[src/rtl/dualshock_responder.sv]
`timescale 1ns/1ps
// DualShock-style SPI mode 3 controller responder running entirely in the PCLK domain.
// Answers the 0x01/0x42 poll with ID, 0x5A marker and snapshotted button/stick data.
module dualshock_responder #(
    parameter int unsigned ACK_DELAY = 4,
    parameter int unsigned ACK_WIDTH = 8
) (
    input  logic        PCLK,
    input  logic        PRESET,
    input  logic        SPISCLK,
    input  logic        SPISS,
    input  logic        SPISDI,
    output logic        SPISDO,
    output logic        ACK_N,
    input  logic [15:0] BUTTONS,
    input  logic [7:0]  RX,
    input  logic [7:0]  RY,
    input  logic [7:0]  LX,
    input  logic [7:0]  LY,
    input  logic        ANALOG,
    output logic [7:0]  LAST_CMD,
    output logic        FRAME_DONE,
    output logic        CMD_ERR
);

    localparam logic [7:0] AckOn  = 8'(ACK_DELAY);
    localparam logic [7:0] AckOff = 8'(ACK_DELAY + ACK_WIDTH);

    typedef enum logic [2:0] {StIdle, StHeader, StCmd, StMark, StData, StIgnore} state_t;

    logic [1:0]  sclk_sync, ss_sync, sdi_sync;
    logic        sclk_prev, ss_prev;
    state_t      state;
    logic [2:0]  bit_cnt;
    logic [3:0]  byte_cnt;
    logic [7:0]  rx_sr, tx_sr;
    logic [15:0] snap_btn;
    logic [7:0]  snap_rx, snap_ry, snap_lx, snap_ly;
    logic        snap_analog;
    logic        ack_busy;
    logic [7:0]  ack_cnt;

    logic        sclk_rise, sclk_fall, ss_rise, ss_fall, byte_done;
    logic [7:0]  rx_byte, id_byte, data_tx, nxt_tx;
    logic [3:0]  next_idx, last_idx;
    state_t      nxt_state;
    logic        fire_ack, fire_err, fire_done;

    always_comb begin
        sclk_rise = sclk_sync[1] & ~sclk_prev;
        sclk_fall = ~sclk_sync[1] & sclk_prev;
        ss_rise   = ss_sync[1] & ~ss_prev;
        ss_fall   = ~ss_sync[1] & ss_prev;
        rx_byte   = {sdi_sync[1], rx_sr[7:1]};
        byte_done = (state != StIdle) && sclk_rise && (bit_cnt == 3'd7);
        id_byte   = snap_analog ? 8'h73 : 8'h41;
        last_idx  = snap_analog ? 4'd8 : 4'd4;
        next_idx  = byte_cnt + 4'd1;

        case (next_idx)
            4'd3:    data_tx = snap_btn[7:0];
            4'd4:    data_tx = snap_btn[15:8];
            4'd5:    data_tx = snap_rx;
            4'd6:    data_tx = snap_ry;
            4'd7:    data_tx = snap_lx;
            4'd8:    data_tx = snap_ly;
            default: data_tx = 8'hFF;
        endcase

        // Decision taken when the byte in flight completes.
        nxt_state = state;
        nxt_tx    = 8'hFF;
        fire_ack  = 1'b0;
        fire_err  = 1'b0;
        fire_done = 1'b0;
        unique case (state)
            StHeader: begin
                if (rx_byte == 8'h01) begin
                    nxt_state = StCmd;
                    nxt_tx    = id_byte;
                    fire_ack  = 1'b1;
                end else begin
                    nxt_state = StIgnore;
                    fire_err  = 1'b1;
                end
            end
            StCmd: begin
                if (rx_byte == 8'h42) begin
                    nxt_state = StMark;
                    nxt_tx    = 8'h5A;
                    fire_ack  = 1'b1;
                end else begin
                    nxt_state = StIgnore;
                    fire_err  = 1'b1;
                end
            end
            StMark: begin
                nxt_state = StData;
                nxt_tx    = data_tx;
                fire_ack  = 1'b1;
            end
            StData: begin
                if (byte_cnt >= last_idx) begin
                    nxt_state = StIgnore;
                    fire_done = 1'b1;
                end else begin
                    nxt_tx   = data_tx;
                    fire_ack = 1'b1;
                end
            end
            default: ;
        endcase
    end

    always_ff @(posedge PCLK or posedge PRESET) begin
        if (PRESET) begin
            sclk_sync   <= 2'b11;
            ss_sync     <= 2'b11;
            sdi_sync    <= 2'b00;
            sclk_prev   <= 1'b1;
            ss_prev     <= 1'b1;
            state       <= StIdle;
            bit_cnt     <= 3'd0;
            byte_cnt    <= 4'd0;
            rx_sr       <= 8'h00;
            tx_sr       <= 8'hFF;
            snap_btn    <= 16'hFFFF;
            snap_rx     <= 8'h00;
            snap_ry     <= 8'h00;
            snap_lx     <= 8'h00;
            snap_ly     <= 8'h00;
            snap_analog <= 1'b0;
            ack_busy    <= 1'b0;
            ack_cnt     <= 8'd0;
            SPISDO      <= 1'b1;
            ACK_N       <= 1'b1;
            LAST_CMD    <= 8'h00;
            FRAME_DONE  <= 1'b0;
            CMD_ERR     <= 1'b0;
        end else begin
            sclk_sync  <= {sclk_sync[0], SPISCLK};
            ss_sync    <= {ss_sync[0], SPISS};
            sdi_sync   <= {sdi_sync[0], SPISDI};
            sclk_prev  <= sclk_sync[1];
            ss_prev    <= ss_sync[1];
            FRAME_DONE <= 1'b0;
            CMD_ERR    <= 1'b0;

            if (ack_busy) begin
                ack_cnt <= ack_cnt + 8'd1;
                if (ack_cnt == AckOn) ACK_N <= 1'b0;
                if (ack_cnt == AckOff) begin
                    ACK_N    <= 1'b1;
                    ack_busy <= 1'b0;
                end
            end

            if (ss_rise) begin
                state    <= StIdle;
                bit_cnt  <= 3'd0;
                byte_cnt <= 4'd0;
                SPISDO   <= 1'b1;
                ACK_N    <= 1'b1;
                ack_busy <= 1'b0;
            end else if (ss_fall) begin
                state       <= StHeader;
                bit_cnt     <= 3'd0;
                byte_cnt    <= 4'd0;
                tx_sr       <= 8'hFF;
                SPISDO      <= 1'b1;
                ACK_N       <= 1'b1;
                ack_busy    <= 1'b0;
                snap_btn    <= BUTTONS;
                snap_rx     <= RX;
                snap_ry     <= RY;
                snap_lx     <= LX;
                snap_ly     <= LY;
                snap_analog <= ANALOG;
            end else if (state != StIdle) begin
                if (sclk_fall) SPISDO <= (state == StIgnore) ? 1'b1 : tx_sr[bit_cnt];
                if (sclk_rise) begin
                    rx_sr   <= rx_byte;
                    bit_cnt <= bit_cnt + 3'd1;
                end
                if (byte_done) begin
                    if (byte_cnt != 4'hF) byte_cnt <= next_idx;
                    if (state == StCmd) LAST_CMD <= rx_byte;
                    state      <= nxt_state;
                    tx_sr      <= nxt_tx;
                    SPISDO     <= nxt_tx[0];
                    CMD_ERR    <= fire_err;
                    FRAME_DONE <= fire_done;
                    // A new acknowledged byte restarts any ACK still in progress.
                    if (fire_ack) begin
                        ack_busy <= 1'b1;
                        ack_cnt  <= 8'd1;
                        ACK_N    <= 1'b1;
                    end
                end
            end
        end
    end

endmodule

[config.mk]
export PLATFORM = sky130hd
export DESIGN_NAME = dualshock_responder
export DESIGN_NICKNAME = d
export VERILOG_FILES = /design/src/rtl/dualshock_responder.sv
export SDC_FILE = /design/constraint.sdc
export NUM_CORES = 1
export LEC_CHECK = 0
export CORE_MARGIN = 2
export CORE_UTILIZATION = 34
export CTS_BUF_LIST = sky130_fd_sc_hd__clkbuf_2
export DETAILED_ROUTE_END_ITERATION = 7
export SYNTH_ARGS = -nofsm -noshare
export SYNTH_HDL_FRONTEND = slang
export SYNTH_SLANG_ARGS = --single-unit
[constraint.sdc]
create_clock -name PCLK -period 3.61 [get_ports PCLK]
set_input_delay 1.083 -clock PCLK [delete_from_list [all_inputs] [get_ports PCLK]]
set_output_delay 1.083 -clock PCLK [all_outputs]
set_load 0.05 [all_outputs]
sizing.png
Scale: 2 px per um.
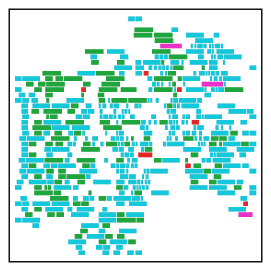
| size | colour | cells |
|---|---|---|
| x1 and smaller | cyan | 356 |
| x3 and x4 | red | 7 |
| x6 and larger | magenta | 3 |
| x2 | green | 125 |

m3.png
Scale: 3 px per um. Cells faint in the background.
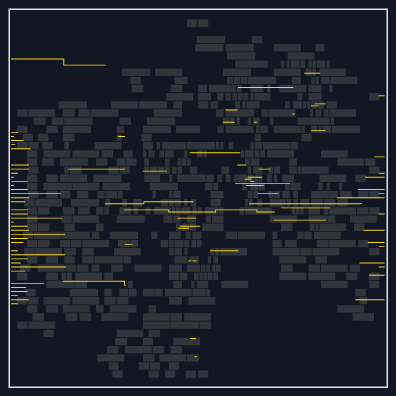
nets with wire on the layer: 77
main direction: horizontal
wire length on this layer: 660 um

==> reports/results.env <==
OUTCOME='complete, no violations'
COMMON_CELLS='71 x sky130_fd_sc_hd__dfrtp_1, 64 x sky130_fd_sc_hd__mux2_2, 32 x sky130_fd_sc_hd__dfstp_2, 26 x sky130_fd_sc_hd__nor2_1, 22 x sky130_fd_sc_hd__a21oi_1'
NETS=553
ROWS=44
GRT.TOTAL_USAGE=0.149
CRITICAL_PATH_DEPTH=1
PD_CELLS_mW_PER_MM2=458
TIMING.HOLD.WORST_PATH_DEPTH=0
POSTSYNTHNETCOUNT=491
N_FILL_CELL=1374
SETUP_REPAIR_AFTER_GLOBAL_ROUTING_MISSED_ITS_MARGIN='no'
POST_ROUTE_CORE_UTILIZATION=0.414
ENABLE_FLOP_CELLS=0
HOLD-PATH-ENDPOINT='sclk_sync[1]'
CLK-INSERTION-DELAY-LATE_NS=0.61
FP_UTIL=0.346
WORST_R2R_STARTPOINT='byte_cnt[2]'
TRITONCTS_CLOCK_TREE='built'
YOSYS_REGISTER_BITS=103
HOLD_PATH.CLASS='reg2reg'
CLK_PIN_SLEW_WORST_PATHS_NS=0.26
CRIT_PATH_START='SPISDO'
SYNTH_ASYNC_SR_FLOP_SHARE=1.00
HOLD_BUFFERS=0
YS_AREA_MM2=0.00502
PATH_MAX_FANOUT=2
LARGEST_REG_FLOPS=16
YS_CELLS=424
TIMING.FINAL.CRIT_PERIOD_NS=3.08
DIE-HEIGHT_UM=125
ROUTED_WIRE_LENGTH_PER_INSTANCE_UM=16.5
DR_TOTAL_VIAS=3583
SYNTHFLOPTYPE='sky130_fd_sc_hd__dfrtp_1'
GRT_PASS1_VIAS=3622
NETLIST-CELL-TYPE-COUNT=65
MAXUSEDROUTINGLAYER='met4'
SYNTH.TOP_CELLS.BY_AREA='sky130_fd_sc_hd__dfrtp_1 35%, sky130_fd_sc_hd__dfstp_2 17%, sky130_fd_sc_hd__mux2_2 14%, sky130_fd_sc_hd__ha_1 3.2%, sky130_fd_sc_hd__a21oi_1 2.2%'
LEAKAGEPOWER_nW=2.44
SYNTH.LARGEST_AREA_CELL='sky130_fd_sc_hd__dfrtp_1'
YOSYSTOPAREACELLSHARE=0.354
GRT_MAX_DEGREE=104
TIMING.MAX_CAP.VIOLATIONS=0
CLKSINKCOUNT=103
CRITICAL_PATH_TYPE='reg2out'
WL_UM=11100
DP_HPWL_UM=8020
FIRST_PASS_GRT_WIRE_LENGTH_UM=18700
CTS.ROOT.BUFFER_CELL='sky130_fd_sc_hd__clkbuf_2'
TIMING.MAX_SLEW.REL_SLACK=0.550
DESIGN.CORE.AREA_MM2=0.0145
TOTAL_DIE_AREA_MM2=0.0157
SYNTH.YOSYS.SEQ_AREA_SHARE=0.522
CRIT_CHAIN='clkdlybuf4s50_1'
LAYOUT_WORST_PATH_CYCLE_SHARE=0.854
NUMCTSBUFFERS=9
WORST-R2R-SETUP-SLACK_NS=1.13
POST-CTS-SETUP-BUFFER-COUNT=0
TIMING.CRITICAL_PATH.ARRIVAL_NS=2.00
POST-ROUTE-WORST-SETUP-SLACK_NS=0.526
CRITICAL_PATH.ENDPOINT='SPISDO'
POST_CTS_RESIZED=0
GLOBALROUTE.TOTALOVERFLOW=0
CRITICAL_PATH.STARTPOINT_TYPE='register'
DP_CELLS=659
NUM_IO_PINS=66
PLACEMENT.IO_BUFFERS=65
WORST_R2R_PATH_DEPTH=8
FINAL.SETUP.TNS_NS=0
FINCLKSKEW_NS=0.0239
FLOORPLAN.DIE.WIDTH_UM=125
ANTENNADIODECOUNT=0
SYN_AREA_PER_CELL_UM2=11.8
FMAXACHIEVABLE_MHz=324
CRITICAL-PATH-TOP-DELAY-FAMILY='buffers and inverters'
LENGTH_OF_ROUTED_WIRING_ON_MET1_UM=5220
DPL_CELL_AREA_MM2=0.00586
CRITPATHCAPTURETYPE='output port'
FIN_WORST_HOLD_SLACK_NS=0.377
CTSHTREEMAXLEVEL=3
VIASPERCELL=5.31
PATH_BUFFERS=1
SYNTH_AREA_MM2=0.00502
HOLD_VIOLATIONS=0
TRANSITION_TIME_AT_THE_PIN_WITH_THE_LEAST_SLEW_MARGIN_NS=0.672
ANTENNA_FOUND_INITIAL=0
MET2WIRELENGTH_UM=4980
FIRST_PASS_ITERS=4
FINAL_DESIGN_INSTANCE_AREA_WITHOUT_FILL_MM2=0.00599
ROUTE.DETAILED.DRC=0
POSTROUTEANTENNANETS=0
CTS.PATH.MAX_BUFFERS=2
WORST_R2R_ENDPOINT='state[1]'
GLOBALPLACE.CONGESTION=0.889
AREA_GROWTH_SYN_TO_LAYOUT_PCT=19.5
CP.REQUIRED_NS=2.53
CRITPATHSLOWESTCELL='sky130_fd_sc_hd__clkdlybuf4s50_1'
TIMING.FINAL.MAX_SLEW_VIOLATIONS=0
VDD_IR_DROP_MAX_V=0.000243
FIN_CELLS=675
-- report_power, final --
| group | internal (W) | total, W | switching (W) |
|---|---|---|---|
| Combinational | 0.000325 | 0.000669 | 0.000345 |
| Clock | 0.000229 | 0.000611 | 0.000382 |
| Sequential | 0.00132 | 0.00147 | 0.000146 |
-- cell usage in the layout, fill, tap and decap left out, types with 13 or more instances in the layout --
master	n
sky130_fd_sc_hd__a22oi_1	13
sky130_fd_sc_hd__mux2_2	64
sky130_fd_sc_hd__clkdlybuf4s50_1	65
sky130_fd_sc_hd__nor2_1	26
sky130_fd_sc_hd__dfrtp_1	71
sky130_fd_sc_hd__nand2_1	21
sky130_fd_sc_hd__o21ai_0	19
sky130_fd_sc_hd__a21oi_1	22
sky130_fd_sc_hd__dfstp_2	32
-- cell type report --
type | count | area, um^2 | area share
multi-input cells | 291 | 2270 | 0.379
flip-flops and latches | 103 | 2620 | 0.437
clock buffers | 10 | 50.0 | 0.00835
clock inverters | 6 | 85.1 | 0.0142
repair buffers | 68 | 686 | 0.114
inverters | 13 | 52.6 | 0.00877
well taps | 184 | 230 | 0.0384
-- cells by family (layout without fill, tap and decap cells) --
| group | count (synthesis) | in the layout | synth area share |
|---|---|---|---|
| DFF | 103 | 103 | 0.522 |
| xor gates and xnor gates | 8 | 8 | 0.0140 |
| adders and majority gates | 13 | 13 | 0.0324 |
| buffers and inverters | 30 | 97 | 0.0257 |
| AOI/OAI and AO/OA | 102 | 102 | 0.145 |
| and+or+nand+nor | 99 | 99 | 0.102 |
| muxes | 69 | 69 | 0.159 |
-- metal layers --
layer | GRT usage | up-vias
met4 | 0.0562 | 0
met1 | 0.208 | 1769
met2 | 0.220 | 111
li1 | - | 1686
met3 | 0.0411 | 17
met5 | 0 | -
